## config.mk

```make
export PLATFORM = sky130hd
export DESIGN_NAME = hazard_controller
export DESIGN_NICKNAME = d
export VERILOG_FILES = /design/src/rtl/types.sv /design/src/rtl/forward_sel.sv /design/src/rtl/hazard_controller.sv
export SDC_FILE = /design/constraint.sdc
export NUM_CORES = 1
export LEC_CHECK = 0
export ABC_CLOCK_PERIOD_IN_PS = 2700
export CAP_MARGIN = 20
export CORE_MARGIN = 8
export CORE_UTILIZATION = 45
export CTS_BUF_LIST = sky130_fd_sc_hd__clkbuf_8
export DETAILED_ROUTE_END_ITERATION = 12
export PLACE_DENSITY = 0.86
export SYNTH_ARGS = -nofsm -noshare
export SYNTH_HDL_FRONTEND = slang
export SYNTH_HIERARCHICAL = 1
export SYNTH_SLANG_ARGS = --single-unit
export TNS_END_PERCENT = 50
```

## constraint.sdc

```tcl
create_clock -name clk -period 2.7 [get_ports clk]
set_clock_uncertainty 0.2 [all_clocks]
set_input_delay 0.405 -clock clk [delete_from_list [all_inputs] [get_ports clk]]
set_output_delay 0.405 -clock clk [all_outputs]
set_load 0.005 [all_outputs]
```

## src/rtl/types.sv

```systemverilog
// Shared types for the RV32I pipeline control logic: EX forwarding selects
// and the hazard controller's memory-wait FSM states.
package types;

  typedef enum logic [1:0] {
    FORWARD_NONE = 2'b00,
    FORWARD_WB   = 2'b01,
    FORWARD_MEM  = 2'b10
  } forward_t;

  typedef enum logic {
    RUN      = 1'b0,
    MEM_WAIT = 1'b1
  } hz_state_t;

  localparam int REG_W = 5;

endpackage

```

## src/rtl/forward_sel.sv

```systemverilog
// EX operand bypass select for one source register.
// The MEM-stage result is younger than the WB-stage one, so it wins; x0 never forwards.
module forward_sel
  import types::*;
(
  input  logic [REG_W-1:0] rs,
  input  logic [REG_W-1:0] rd_m,
  input  logic             regwrite_m,
  input  logic [REG_W-1:0] rd_w,
  input  logic             regwrite_w,
  output forward_t         fwd
);

  // NOTE: assign a default before any branch so no path leaves fwd unassigned (avoids a latch).
  always_comb begin
    fwd = FORWARD_NONE;
    if (rs != '0) begin
      if (regwrite_m && rd_m == rs)      fwd = FORWARD_MEM;
      else if (regwrite_w && rd_w == rs) fwd = FORWARD_WB;
    end
  end

endmodule

```

## src/rtl/hazard_controller.sv

```systemverilog
// Hazard controller for the 5-stage RV32I pipeline: forwarding, load-use bubbles,
// branch flushes, memory-wait freeze, saturating perf counters and a sticky timeout flag.
module hazard_controller
  import types::*;
#(
  parameter int CNT_W        = 32,
  parameter int WAIT_TIMEOUT = 255
) (
  input  logic             clk,
  input  logic             reset,
  input  logic [REG_W-1:0] rs1_d,
  input  logic [REG_W-1:0] rs2_d,
  input  logic [REG_W-1:0] rs1_e,
  input  logic [REG_W-1:0] rs2_e,
  input  logic [REG_W-1:0] rd_e,
  input  logic             load_e,
  input  logic             pc_src_e,
  input  logic [REG_W-1:0] rd_m,
  input  logic             regwrite_m,
  input  logic [REG_W-1:0] rd_w,
  input  logic             regwrite_w,
  input  logic             dmem_req_m,
  input  logic             dmem_ready,
  output forward_t         forward_a_e,
  output forward_t         forward_b_e,
  output logic             stall_f,
  output logic             stall_d,
  output logic             stall_e,
  output logic             stall_m,
  output logic             flush_d,
  output logic             flush_e,
  output logic             flush_w,
  output logic [CNT_W-1:0] stall_cnt,
  output logic [CNT_W-1:0] flush_cnt,
  output logic             mem_timeout
);

  localparam logic [15:0]      TIMEOUT  = 16'(WAIT_TIMEOUT);
  localparam logic [CNT_W-1:0] CNT_MAX  = '1;
  localparam logic [15:0]      WAIT_MAX = '1;

  forward_t  fwd_a, fwd_b;
  hz_state_t state;
  logic [15:0] wait_cnt;
  logic mem_wait, lu;

  forward_sel u_fwd_a (
    .rs(rs1_e), .rd_m(rd_m), .regwrite_m(regwrite_m),
    .rd_w(rd_w), .regwrite_w(regwrite_w), .fwd(fwd_a)
  );

  forward_sel u_fwd_b (
    .rs(rs2_e), .rd_m(rd_m), .regwrite_m(regwrite_m),
    .rd_w(rd_w), .regwrite_w(regwrite_w), .fwd(fwd_b)
  );

  assign mem_wait = dmem_req_m & ~dmem_ready;
  assign lu       = load_e & (rd_e != '0) & ((rd_e == rs1_d) | (rd_e == rs2_d));

  // A memory wait outranks a taken branch so the redirect is held until the access completes.
  always_comb begin
    forward_a_e = fwd_a;
    forward_b_e = fwd_b;
    stall_f     = 1'b0;
    stall_d     = 1'b0;
    stall_e     = 1'b0;
    stall_m     = 1'b0;
    flush_d     = 1'b0;
    flush_e     = 1'b0;
    flush_w     = 1'b0;
    if (reset) begin
      forward_a_e = FORWARD_NONE;
      forward_b_e = FORWARD_NONE;
      flush_d     = 1'b1;
      flush_e     = 1'b1;
      flush_w     = 1'b1;
    end else if (mem_wait) begin
      stall_f = 1'b1;
      stall_d = 1'b1;
      stall_e = 1'b1;
      stall_m = 1'b1;
      flush_w = 1'b1;
    end else if (pc_src_e) begin
      flush_d = 1'b1;
      flush_e = 1'b1;
    end else if (lu) begin
      stall_f = 1'b1;
      stall_d = 1'b1;
      flush_e = 1'b1;
    end
  end

  // NOTE: state is updated with non-blocking assignments so every register samples pre-edge values.
  always_ff @(posedge clk) begin
    if (reset) begin
      state       <= RUN;
      wait_cnt    <= '0;
      mem_timeout <= 1'b0;
      stall_cnt   <= '0;
      flush_cnt   <= '0;
    end else begin
      unique case (state)
        RUN: begin
          wait_cnt <= '0;
          if (mem_wait) state <= MEM_WAIT;
        end
        MEM_WAIT: begin
          if (dmem_ready || !dmem_req_m) begin
            state    <= RUN;
            wait_cnt <= '0;
          end else if (wait_cnt != WAIT_MAX) begin
            wait_cnt <= wait_cnt + 16'd1;
          end
        end
      endcase

      if (state == MEM_WAIT && mem_wait && wait_cnt == TIMEOUT) mem_timeout <= 1'b1;

      if (stall_f && stall_cnt != CNT_MAX) stall_cnt <= stall_cnt + CNT_W'(1);
      if (flush_d && flush_cnt != CNT_MAX) flush_cnt <= flush_cnt + CNT_W'(1);
    end
  end

endmodule

```

Fig. 1: clock routing
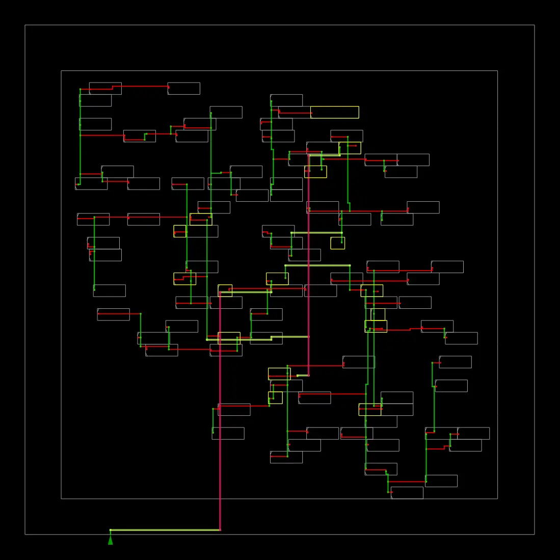
power of the clock network: 0.948 mW
Sink Count: 82

Fig. 2: routed clock nets over the placement
The bar under the picture is 20 um long.
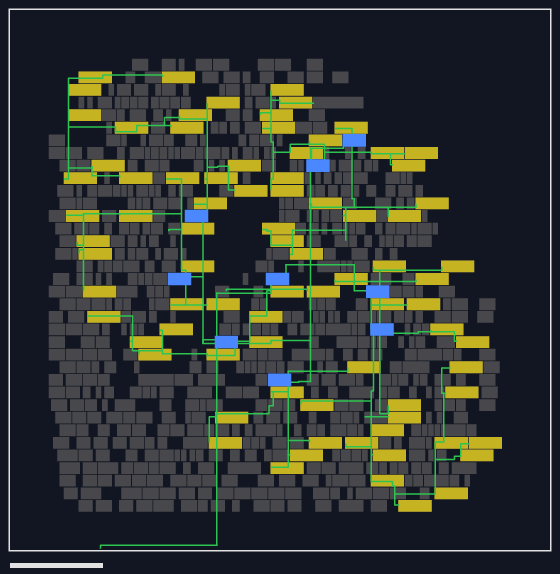
blue -> clock drivers  # count 9
green -> clock wires  # length 1030 um
yellow -> flip-flops  # count 82
flops lie = spread over the die

Fig. 3: nets reached from selected ports
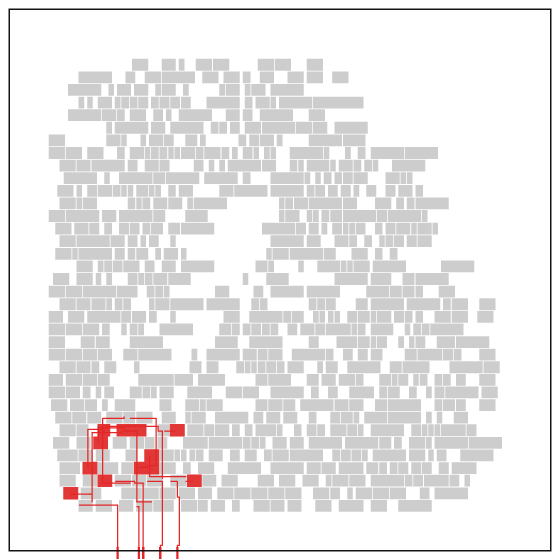
red -> `rs1_e`  # bits 5, direction input, edge south, end cells 12, buffers 7, wire 235 um

Fig. 4: signal wires by layer
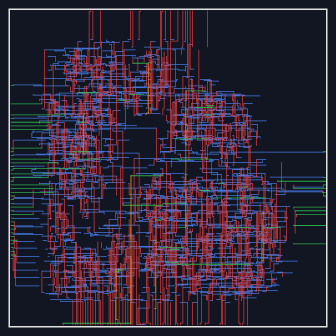
orange -> metal 4  # wire length 199 um
red -> metal 2  # wire length 6430 um
green -> metal 3  # wire length 589 um
blue -> metal 1  # wire length 5510 um

Fig. 5: gate-type map
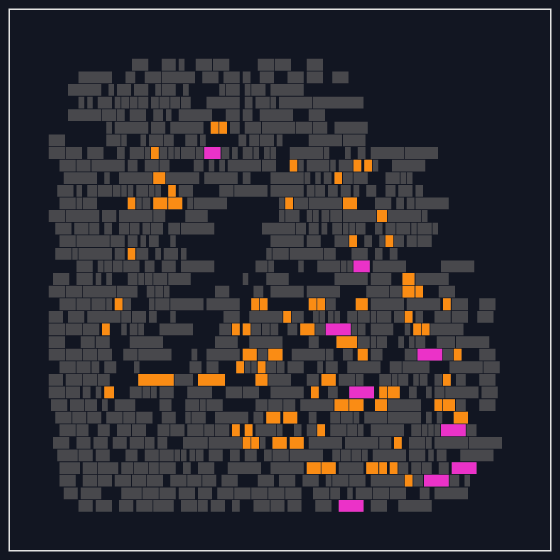
orange -> inverting AOI/OAI gates  # cells 74
magenta -> multiplexers  # cells 9

==> job_summary.md <==
## Synthesis and layout report

| Metric | Value |
|---|---|
| Result of the run | finished, violations left |
| Violated checks | setup timing |
| End point of the critical path | forward_a_e[0] |
| Fin Hold WS | 300 ps |
| Share of synthesized registers carrying an async set or reset | 0% |
| NonClk Buf Share | between 20% and 30% |
| Setup bufs post-CTS | 0 |
| Chip area from the yosys synthesis statistics | 4550 um^2 |
| Logic depth of the worst path, buffers included | 7 |
| Number of cells produced by synthesis | between 500 and 600 |
| Endpoints failing setup | 1 |
| Count of unresolved DRC violations after routing | 0 |
| Most numerous logic cells after layout | sky130_fd_sc_hd__clkdlybuf4s50_1, sky130_fd_sc_hd__dfxtp_1, sky130_fd_sc_hd__nor2_1 |
| Clock tree from TritonCTS | yes |
| Dpl cell area | 5940 um^2 |
| Overall overflow remaining after global route | 0 |
| Max IR drop VDD | 198 uV |
| Setup repair after global routing missed its margin | true |
| Critical Path End Type | output port |
| Number of cell instances on the worst register-to-register path | 8 |
| Minimum setup slack after placement | -384 ps |
| Pin count of the biggest net entering global routing | 72 |
| Multi-input gate area | 2780 um^2 |
| Total CTS buffers | 9 |
| Worst setup path class | in -> out |
| Slack of the worst reg-to-reg path | 180 ps |
| Final worst setup slack | -10.1 ps |
| Most area-hungry cell class in the final design | logic gates |
| Floorplan row count | 36 |
| Largest fanout of any net on the critical path | 3 |
| Residual antenna-violating net count after detailed routing | 0 |
| FA/HA/MAJ Cells, Area Fraction | 0.825% |
| Start point of the critical path | rs1_e[3] |
| Commonest cells in the synthesized netlist | sky130_fd_sc_hd__dfxtp_1, sky130_fd_sc_hd__nor2_1, sky130_fd_sc_hd__xnor2_1 |
| Initial DRC Count | 277 |
| Total non-filler cell area in the finished layout | around 6200 um^2 |
| Root Buffer | sky130_fd_sc_hd__clkbuf_8 |
| Layout overhead on the synthesized area | 36.7% |
| Total Wirelength | 12700 um |
| Average instance area after synthesis | 8.30 um^2 |
| Routed via count divided by cell count | 5.52 |
| Power consumption | about 2.4 mW |
| Number of cell instances after yosys synthesis | 548 |
| Clk slew on worst S/H paths | 80 ps |
| Wire length of the first global-routing pass | approximately 21000 um |
| Top cells by area in the synthesized netlist | sky130_fd_sc_hd__dfxtp_1, sky130_fd_sc_hd__xnor2_1, sky130_fd_sc_hd__nor2_1 |
| Worst reg2reg endpoint | stall_cnt[13] |
| Max Fclk | 0.369 GHz |
## power breakdown
part           leakage, nW  internal, mW  switching (mW)
registers            0.661          1.21         0.00837
clock network        0.103         0.463           0.485
logic                 1.28         0.130           0.111
## metal layers
metal  GRT usage (%)  routed length, um  up-vias
li1                -                  -     2253
met1            21.9               5510     2108
met2            32.9               6430      125
met3            4.14                588       16
met4            6.57                198        0
met5               0                  0        -
## what timing repair did
action / 4_1_cts / 5_1_grt
cloned: 0 / 0
endpoints found under the setup margin: 11 / 10
gates resized: 22 / 11
hold buffers: 0 / 0
pin swaps: 8 / 4
## registers in the layout, indices dropped and copies added (netlist names)
register and count:
flush_cnt 32, mem_timeout 1, stall_cnt 32, state 1, wait_cnt 16
No activity file was given, so power comes from the tool's default toggle rates.
